## src/rtl/rx_os_decoder_pkg.sv

```systemverilog
// Shared ordered-set definitions for the per-lane RX OS decoder: 8b/10b
// K-codes, TS identifiers, FSM state encoding, the decoder context that is
// carried from symbol to symbol, and the single-symbol FSM step function.
package rx_os_decoder_pkg;

  // K-codes (valid only with the K flag set)
  localparam logic [7:0] K_COM = 8'hBC;  // K28.5
  localparam logic [7:0] K_PAD = 8'hF7;  // K23.7
  localparam logic [7:0] K_SKP = 8'h1C;  // K28.0
  localparam logic [7:0] K_IDL = 8'h7C;  // K28.3

  // TS identifier symbols (D-codes)
  localparam logic [7:0] TS1_ID = 8'h4A;  // D10.2
  localparam logic [7:0] TS2_ID = 8'h45;  // D5.2

  // PIPE RxStatus value for an 8b/10b decode error
  localparam logic [2:0] RX_DECODE_ERR = 3'b100;

  // Symbol index of the last symbol of each OS type
  localparam logic [3:0] TS_LAST_IDX   = 4'd15;
  localparam logic [3:0] EIOS_LAST_IDX = 4'd3;
  localparam logic [3:0] HDR_LAST_IDX  = 4'd5;

  typedef enum logic [2:0] {
    ST_HUNT  = 3'd0,
    ST_COM1  = 3'd1,
    ST_TSHDR = 3'd2,
    ST_TSID  = 3'd3,
    ST_EIOS  = 3'd4,
    ST_SKP   = 3'd5
  } os_state_e;

  // Decoded TS fields; the whole struct is the identity used by the
  // consecutive-TS comparison.
  typedef struct packed {
    logic       ts_type;    // 0 = TS1, 1 = TS2
    logic       link_pad;
    logic [7:0] link_num;
    logic       lane_pad;
    logic [7:0] lane_num;
    logic [7:0] n_fts;
    logic [7:0] rate_id;
    logic [7:0] train_ctl;
  } ts_fields_t;

  // Everything the FSM needs between symbols: state, index of the next
  // expected symbol, and the shadow copy of the TS under construction.
  typedef struct packed {
    os_state_e  state;
    logic [3:0] idx;
    ts_fields_t shadow;
  } os_ctx_t;

  // Result of consuming one symbol.
  typedef struct packed {
    os_ctx_t ctx;
    logic    ts_done;
    logic    eios_done;
    logic    err;
  } step_t;

  localparam os_ctx_t CTX_RESET = '{state: ST_HUNT, idx: 4'd0, shadow: '0};

  // State a symbol leads to when seen in HUNT: only a COM starts an OS.
  function automatic os_state_e hunt_state(input logic [7:0] sym, input logic k);
    return (k && (sym == K_COM)) ? ST_COM1 : ST_HUNT;
  endfunction

  // One FSM step for one received symbol. A violation discards the shadow
  // and re-evaluates the offending symbol as if in HUNT, so a COM that
  // breaks an OS immediately starts the next one.
  function automatic step_t os_step(input os_ctx_t cur, input logic [7:0] sym,
                                    input logic k);
    step_t r;
    logic  bad;
    r.ctx       = cur;
    r.ts_done   = 1'b0;
    r.eios_done = 1'b0;
    r.err       = 1'b0;
    bad         = 1'b0;

    case (cur.state)
      ST_HUNT: r.ctx.state = hunt_state(sym, k);

      ST_COM1: begin
        if (k && (sym == K_IDL)) begin
          r.ctx.state = ST_EIOS;
          r.ctx.idx   = 4'd2;
        end else if (k && (sym == K_SKP)) begin
          r.ctx.state = ST_SKP;
        end else if (!k || (sym == K_PAD)) begin
          // This symbol is TS symbol 1 (link number or PAD).
          r.ctx.state           = ST_TSHDR;
          r.ctx.idx             = 4'd2;
          r.ctx.shadow          = '0;
          r.ctx.shadow.link_pad = k;
          r.ctx.shadow.link_num = k ? 8'h00 : sym;
        end else begin
          bad = 1'b1;
        end
      end

      ST_TSHDR: begin
        // Symbol 2 may be PAD; symbols 3-5 must be data.
        bad = (cur.idx == 4'd2) ? (k && (sym != K_PAD)) : k;
        case (cur.idx)
          4'd2: begin
            r.ctx.shadow.lane_pad = k;
            r.ctx.shadow.lane_num = k ? 8'h00 : sym;
          end
          4'd3:    r.ctx.shadow.n_fts     = sym;
          4'd4:    r.ctx.shadow.rate_id   = sym;
          default: r.ctx.shadow.train_ctl = sym;
        endcase
        r.ctx.idx = cur.idx + 4'd1;
        if (cur.idx == HDR_LAST_IDX) r.ctx.state = ST_TSID;
      end

      ST_TSID: begin
        if (cur.idx == 4'd6) begin
          // Symbol 6 fixes the TS type for the rest of the identifier run.
          bad = k || ((sym != TS1_ID) && (sym != TS2_ID));
          r.ctx.shadow.ts_type = (sym == TS2_ID);
        end else begin
          bad = k || (sym != (cur.shadow.ts_type ? TS2_ID : TS1_ID));
        end
        r.ctx.idx = cur.idx + 4'd1;
        if (cur.idx == TS_LAST_IDX) begin
          r.ctx.state = ST_HUNT;
          r.ctx.idx   = 4'd0;
          r.ts_done   = !bad;
        end
      end

      ST_EIOS: begin
        bad       = !(k && (sym == K_IDL));
        r.ctx.idx = cur.idx + 4'd1;
        if (cur.idx == EIOS_LAST_IDX) begin
          r.ctx.state = ST_HUNT;
          r.ctx.idx   = 4'd0;
          r.eios_done = !bad;
        end
      end

      ST_SKP: begin
        // Absorb SKPs; the first other symbol is handled as in HUNT.
        if (!(k && (sym == K_SKP))) r.ctx.state = hunt_state(sym, k);
      end

      default: r.ctx = CTX_RESET;
    endcase

    if (bad) begin
      r.ctx       = CTX_RESET;
      r.ctx.state = hunt_state(sym, k);
      r.err       = 1'b1;
    end
    return r;
  endfunction

endpackage

```

## src/rtl/rx_os_decoder.sv

```systemverilog
// Per-lane receive Ordered-Set decoder for 8b/10b links. Walks the
// SYMS = PIPEWIDTH/8 symbols of each valid beat through the OS FSM in
// arrival order, then registers decoded TS fields, a saturating
// consecutive-identical-TS count and one-cycle event pulses.
module rx_os_decoder
  import rx_os_decoder_pkg::*;
#(
  parameter int PIPEWIDTH = 8,
  parameter int CNT_W     = 4
) (
  input  logic                   pclk,
  input  logic                   reset,
  input  logic [PIPEWIDTH-1:0]   RxData,
  input  logic [PIPEWIDTH/8-1:0] RxDataK,
  input  logic                   RxValid,
  input  logic [2:0]             RxStatus,
  output logic                   ts_valid,
  output logic                   ts_type,
  output logic [7:0]             link_num,
  output logic                   link_pad,
  output logic [7:0]             lane_num,
  output logic                   lane_pad,
  output logic [7:0]             n_fts,
  output logic [7:0]             rate_id,
  output logic [7:0]             train_ctl,
  output logic [CNT_W-1:0]       consec_cnt,
  output logic                   eios_det,
  output logic                   os_err
);

  localparam int SYMS = PIPEWIDTH / 8;
  localparam logic [CNT_W-1:0] CNT_ONE = CNT_W'(1);
  localparam logic [CNT_W-1:0] CNT_MAX = '1;

  os_ctx_t          ctx_q, ctx_d;
  ts_fields_t       fields_q, fields_d;
  logic [CNT_W-1:0] cnt_q, cnt_d;
  logic             ts_valid_q, ts_valid_d;
  logic             eios_det_q, eios_det_d;
  logic             os_err_q, os_err_d;

  // Per-symbol events of the current beat, in arrival order.
  logic [SYMS-1:0]  sym_done;
  logic [SYMS-1:0]  sym_eios;
  logic [SYMS-1:0]  sym_err;
  ts_fields_t       done_fields [SYMS];
  logic             beat_err;

  // State register: FSM context, published fields, count and pulses.
  always_ff @(posedge pclk) begin
    // NOTE: state is updated with non-blocking assignments so every flop
    // samples the values computed before this edge, independent of the
    // order of statements.
    if (reset) begin
      ctx_q      <= CTX_RESET;
      fields_q   <= '0;
      cnt_q      <= '0;
      ts_valid_q <= 1'b0;
      eios_det_q <= 1'b0;
      os_err_q   <= 1'b0;
    end else begin
      ctx_q      <= ctx_d;
      fields_q   <= fields_d;
      cnt_q      <= cnt_d;
      ts_valid_q <= ts_valid_d;
      eios_det_q <= eios_det_d;
      os_err_q   <= os_err_d;
    end
  end

  // Next state: walk the beat's symbols through the FSM, recording events.
  always_comb begin : next_state_comb
    os_ctx_t walk;
    step_t   st;
    // NOTE: every variable gets a default before any branch so no path
    // leaves it unassigned, which would otherwise infer a latch.
    walk     = ctx_q;
    st       = '0;
    ctx_d    = ctx_q;
    sym_done = '0;
    sym_eios = '0;
    sym_err  = '0;
    beat_err = 1'b0;
    for (int i = 0; i < SYMS; i++) done_fields[i] = '0;

    if (RxValid) begin
      if (RxStatus == RX_DECODE_ERR) begin
        // A decode error poisons the whole beat; only an OS in progress
        // is reported.
        if (ctx_q.state != ST_HUNT) begin
          beat_err = 1'b1;
          ctx_d    = CTX_RESET;
        end
      end else begin
        for (int i = 0; i < SYMS; i++) begin
          st             = os_step(walk, RxData[8*i +: 8], RxDataK[i]);
          sym_done[i]    = st.ts_done;
          sym_eios[i]    = st.eios_done;
          sym_err[i]     = st.err;
          done_fields[i] = st.ctx.shadow;
          walk           = st.ctx;
        end
        ctx_d = walk;
      end
    end
  end

  // Outputs: apply the beat's events in symbol order so the later one wins.
  always_comb begin
    fields_d   = fields_q;
    cnt_d      = beat_err ? '0 : cnt_q;
    ts_valid_d = 1'b0;
    eios_det_d = 1'b0;
    os_err_d   = beat_err;

    for (int i = 0; i < SYMS; i++) begin
      if (sym_err[i]) begin
        os_err_d = 1'b1;
        cnt_d    = '0;
      end
      if (sym_done[i]) begin
        ts_valid_d = 1'b1;
        if (done_fields[i] == fields_d) begin
          cnt_d = (cnt_d == CNT_MAX) ? cnt_d : cnt_d + CNT_ONE;
        end else begin
          cnt_d = CNT_ONE;
        end
        fields_d = done_fields[i];
      end
      if (sym_eios[i]) begin
        eios_det_d = 1'b1;
        cnt_d      = '0;
      end
    end
  end

  assign ts_valid   = ts_valid_q;
  assign eios_det   = eios_det_q;
  assign os_err     = os_err_q;
  assign consec_cnt = cnt_q;
  assign ts_type    = fields_q.ts_type;
  assign link_pad   = fields_q.link_pad;
  assign link_num   = fields_q.link_num;
  assign lane_pad   = fields_q.lane_pad;
  assign lane_num   = fields_q.lane_num;
  assign n_fts      = fields_q.n_fts;
  assign rate_id    = fields_q.rate_id;
  assign train_ctl  = fields_q.train_ctl;

endmodule

```

## config.mk

```make
export PLATFORM = sky130hd
export DESIGN_NAME = rx_os_decoder
export DESIGN_NICKNAME = d
export VERILOG_FILES = /design/src/rtl/rx_os_decoder_pkg.sv /design/src/rtl/rx_os_decoder.sv
export SDC_FILE = /design/constraint.sdc
export NUM_CORES = 1
export LEC_CHECK = 0
export CELL_PAD_IN_SITES_DETAIL_PLACEMENT = 1
export CELL_PAD_IN_SITES_GLOBAL_PLACEMENT = 2
export CORE_MARGIN = 5
export CORE_UTILIZATION = 34
export DETAILED_ROUTE_END_ITERATION = 8
export PLACE_DENSITY_LB_ADDON = 0.1
export SLEW_MARGIN = 5
export SYNTH_ARGS = -nofsm -noshare
export SYNTH_HDL_FRONTEND = slang
export SYNTH_SLANG_ARGS = --single-unit
```

## constraint.sdc

```tcl
create_clock -name pclk -period 4.4 [get_ports pclk]
set_clock_uncertainty 0.15 [all_clocks]
set_input_delay 0.88 -clock pclk [delete_from_list [all_inputs] [get_ports pclk]]
set_output_delay 0.88 -clock pclk [all_outputs]
set_load 0.01 [all_outputs]
```

run_1/met2.png
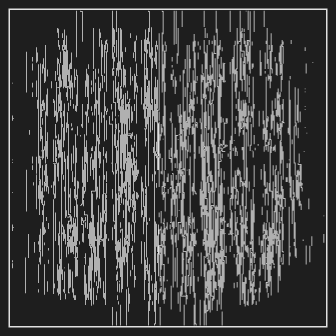
805 nets have wire on it. The layer holds 48% of the routed length. The longest straight run is 74.5 um.

run_1/wire_density.png
Scale bar: 50 um. The die is cut into 29 by 29 equal tiles; black is low, pale yellow is high, scaled to the fullest tile. Values are wire area over tile area, all layers added.
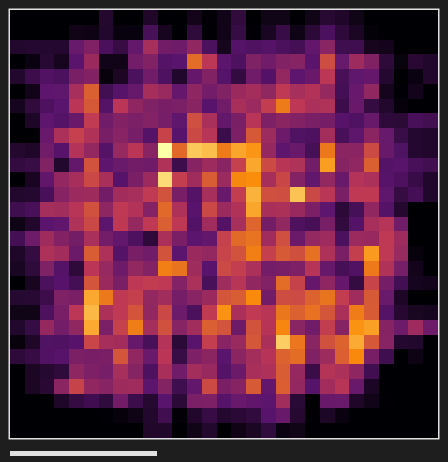
The densest ninth of the die: center. The mean over all tiles is 0.17. 13% of the tiles are nearly empty. 17% of the tiles are over half the peak.
WL/cell: 20.67 um
via count: 6589

run_1/met1.png
Scale bar: 50 um.
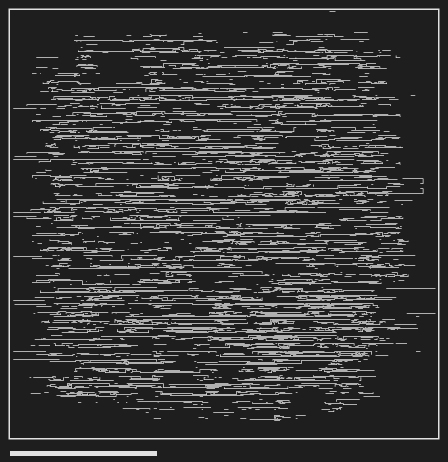
The layer carries 10900 um of wire. The layer holds 46% of the routed length.

run_1/final_congestion.png
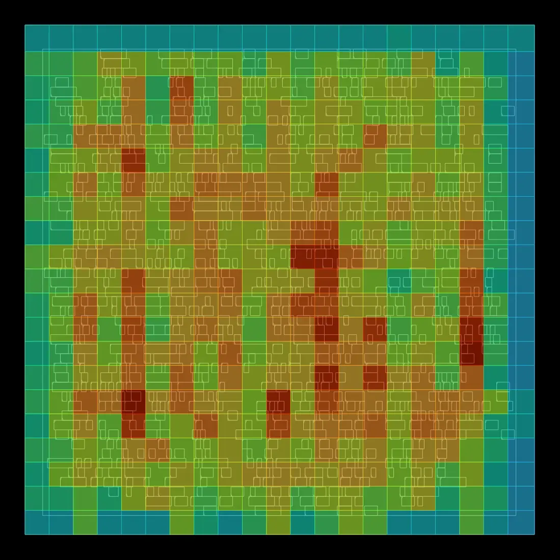
met2 Use GR: 0.3699
grt met1 use: 0.2827
All-Layer GR Usage: 0.2163
M3 GR Usage: 0.03799

==> GITHUB_STEP_SUMMARY, run 1 <==
## Implementation flow summary

| Metric | Value |
|---|---|
| Worst-path clk slew | 80 ps |
| Worst-margin pin slew | 829.7 ps |
| Power share of the sequential group | 0.461 |
| Number of cells in Yosys stat | 820 |
| Status | finished, final reports clean |
| Average vias per placed instance | 5.790 |
| FP Util | 0.3469 |
| Synth Cell Area | 0.006252 sq mm |
| Core footprint | 0.01802 sq mm |
| Most frequent cells in the layout | nor2_1, a21oi_1, dfxtp_1 |
| Post-cts hold buffer count | 0 |
| Relative slew slack | 0.4435 |
| Clock latency at the later pin of the worst-skew pair | 350 ps |
| Num CTS Buffers | 9 |
| Stage-log warning count | 30 |
| Layout cells sized above 1 | 0.1342 |
| Final Total Pwr | 1.962 mW |
| Post-synth regs | 100 |
| TritonRoute pass-1 iters | 4 |
| RSZ-0062 raised after global routing | false |
| Setup crit start kind | primary input |
| Fin crit period | 4147 ps |
| Commonest flop | dfxtp_1 |
| Final Hold Violating Endpoints | 0 |
| EDFF count, synth | 0 |
| Cts repair resizes | 0 |
| Critical path arrival | 4260 ps |
| Fin crit share | 0.9426 |
| Slowest-stage cell, CP | or4b_4 |
| Highest routed layer | met4 |
| # IOs | 65 |
| Worst setup EP type | register |
-- run 1: synthesized netlist by cell type, types with 6 or more instances --
cell and instances:
nor2_1 129, a21oi_1 110, dfxtp_1 100, nand2_1 60
clkbuf_1 36, nor3_1 33, a22oi_1 28, nand3_1 26
o21ai_0 22, buf_2 15, nand4_1 15, inv_1 14
nand2b_1 12, a22o_1 11, or3_1 11, xor2_1 11
xnor2_1 10, nor3b_1 9, a31oi_1 8, nand4b_1 8
ha_1 7, nor2b_1 7, a32oi_1 6, and2_1 6
and3_1 6
-- run 1: area by class of cell --
class | instances | area [sq um] | share of cell area
sequential | 100 | 2002 | 0.2565
clock inverter | 6 | 95.09 | 0.01219
clock buffer | 10 | 239.0 | 0.03062
multi-input combinational | 644 | 3945 | 0.5055
tap | 229 | 286.5 | 0.03672
timing repair buffer | 135 | 1184 | 0.1517
inverter | 14 | 52.55 | 0.006734
-- run 1: stage by stage --
step	util	worst slack [ps]	cells	hold slack (ps)
after CTS	0.4323	232.3	1138	314.9
after floorplan	-	693.4	820	284.9
final	0.4329	252.7	1138	310.6
after global routing	0.4329	26.68	1138	342.3
after detailed placement	0.4137	-138.5	1122	304.9
after global placement	0.4137	-17.96	1122	294.3
-- run 1: power groups by stage --
stage	Clock (mW)	Sequential (mW)	Combinational, mW
finish	0.925	0.904	0.133
global route	0.979	0.904	0.142
CTS	0.947	0.904	0.133
detailed placement	0	0.926	0.133
global placement	0	0.926	0.130
floorplan	0	0.926	0.0672
-- run 1: worst paths after layout --
kind / from / endpoint / slack [ps] / cells after the start
worst min-delay path: ctx_q[22] / ctx_q[22] / 310 / 2
worst max register to register: ctx_q[43] / consec_cnt[3] / 400 / 12
worst min register to register: ctx_q[22] / ctx_q[22] / 310 / 2
worst max-delay path: RxData[4] / consec_cnt[2] / 250 / 11
-- run 1: state kept, by name, summed over array words and instances (netlist names), 4 cells and up --
| register | cells |
|---|---|
| link_num | 8 |
| ctx_q | 50 |
| rate_id | 8 |
| n_fts | 8 |
| consec_cnt | 4 |
| train_ctl | 8 |
| lane_num | 8 |
-- run 1: critical path, delay by kind of cell --
family,cells,cell delay [ps]
compound gates,6,1730
simple gates,4,1150
buf+inv,1,510
-- run 1: cells by family (layout without fill, tap and decap cells) --
group                    after synthesis  count (layout)  share of synthesized area
XOR/XNOR                              21              21                    0.02942
buffers and inverters                 76             165                    0.05403
AND-OR/OR-AND                        245             245                     0.2658
AND/OR/NAND/NOR                      368             368                     0.3116
adder cells (fa/ha/maj)                7               7                    0.01401
multiplexers                           3               3                   0.005003
flip-flops                           100             100                     0.3202
-- run 1: routing by layer --
metal | up-vias | GRT usage
li1 | 3168 | -
met1 | 3271 | 0.2827
met2 | 121 | 0.3699
met3 | 29 | 0.03799
met4 | 0 | 0.05457
met5 | - | 0
==> run 2: changes to the inputs <==
Settings changed: SKIP_CTS_REPAIR_TIMING set to 1.
run_2/final_congestion.png
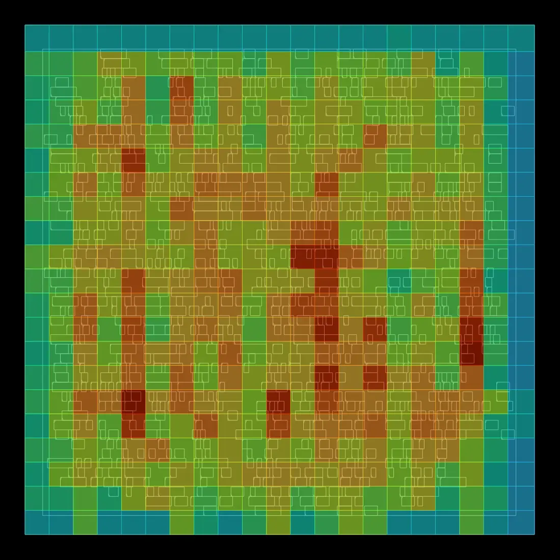
final core utilization: 0.4329
grt peak-use layer: met2

==> run 2 against run 1 <==
Compared with the run above: flip-flop count unchanged; clock power about the same; sequential share of layout area unchanged; area after synthesis unchanged; total power unchanged; critical path type unchanged; critical endpoint unchanged; largest power group unchanged.
==> GITHUB_STEP_SUMMARY, run 2 <==
## Implementation flow summary

| Metric | Value |
|---|---|
| All-Layer GR Usage | 0.2163 (unchanged) |
| Number of flip-flops under the largest register name | 50 (unchanged) |
| Beginning of the worst register-to-register path | ctx_q[43] |
| Top delay family on crit path | AND-OR/OR-AND gates |
| Fin crit period | 4147 ps (unchanged) |
| FP Util | 0.3469 (unchanged) |
| Average vias per placed instance | 5.790 (unchanged) |
| Logic family by area | simple AND/OR/NAND/NOR gates |
| TritonRoute pass-1 iters | 4 (unchanged) |
| MUX share of area | 0.005003 (unchanged) |
| And+or+nand+nor area frac | 0.3116 (unchanged) |
| Commonest flop | dfxtp_1 |
| Fin crit share | 0.9426 (unchanged) |
| EDFF count, synth | 0 (unchanged) |
| Worst-path clk slew | 80 ps (about the same) |
| Synth Cell Area | 0.006252 sq mm (unchanged) |
| And-or/or-and share of the synthesized area | 0.2658 (unchanged) |
| Worst hold slack | 310.6 ps (unchanged) |
| Yosys adder share | 0.01401 (unchanged) |
| # IOs | 65 (unchanged) |
| R2R Setup Slk | 400 ps (about the same) |
| Most common cell in the netlist | nor2_1 |
| Layout cells sized above 1 | 0.1342 (unchanged) |
| Worst-margin pin slew | 829.7 ps (unchanged) |
| Status | finished, final reports clean |
| Critical path arrival | 4260 ps (about the same) |
| Xor/xnor share | 0.02942 (unchanged) |
| Setup crit start kind | primary input |
| Hold Path Stages | 2 (unchanged) |
| Via count | 6589 (unchanged) |
| FF-to-FF End | consec_cnt[3] |
| WL/cell | 20.67 um (unchanged) |
| Final Total Pwr | 1.962 mW (unchanged) |
| Core footprint | 0.01802 sq mm (unchanged) |
[run 2: cell counts after synthesis]
No cell type changed its count.
[run 2: worst max path at each step]
stage	from	endpoint	slack, ps	depth (start not counted)
after floorplan	RxData[4]	consec_cnt[2]	690	13
after global routing	RxData[3]	consec_cnt[2]	30	14
final	RxData[4]	consec_cnt[2]	250	11
after global placement	RxData[4]	consec_cnt[2]	-20	11
after CTS	RxData[0]	consec_cnt[3]	230	12
after detailed placement	RxData[0]	consec_cnt[3]	-140	12
[run 2: power by group]
part | leakage [nW] | internal [mW] | total [mW] | switching [mW]
Clock | 0.163 | 0.523 | 0.925 | 0.402
Sequential | 0.805 | 0.904 | 0.904 | 0.0000729
Combinational | 1.75 | 0.0417 | 0.133 | 0.0914
[run 2: worst min-delay path, cell delays in order (launching register included)]
cell and delay (ps):
dfxtp_1 310, nand2_1 50, a21oi_1 50
[run 2: routing by layer]
layer  vias up  global-route usage  part of all wire
met5         -                   0                 0
met4         0             0.05457             0.020
met3        29             0.03799             0.034
met2       121              0.3699              0.48
met1      3271              0.2827              0.46
li1       3168                   -                 -
[run 2: cell families after synthesis]
kind of cell / Yosys count
compound gates: 245
mux: 3
simple gates: 368
buf+inv: 76
flops: 100
fa+ha+maj: 7
xor+xnor: 21
[run 2: cell type report]
class / instances / area, sq um
Clock buffer: 10 / 239.0
Clock inverter: 6 / 95.09
Fill cell: 2248 / 10220
Inverter: 14 / 52.55
Multi-Input combinational cell: 644 / 3945
Sequential cell: 100 / 2002
Tap cell: 229 / 286.5
Timing Repair Buffer: 135 / 1184
[run 2: stage by stage]
step                      cell area, sq um  worst slack (ps)  cells
after floorplan                       6252             693.4    820
after global placement                7457            -17.96   1122
after detailed placement              7457            -138.5   1122
after CTS                             7791             232.3   1138
after global routing                  7804             26.68   1138
final                                 7804             252.7   1138
Power figures rest on the tool's default switching activity, not on a simulated workload.
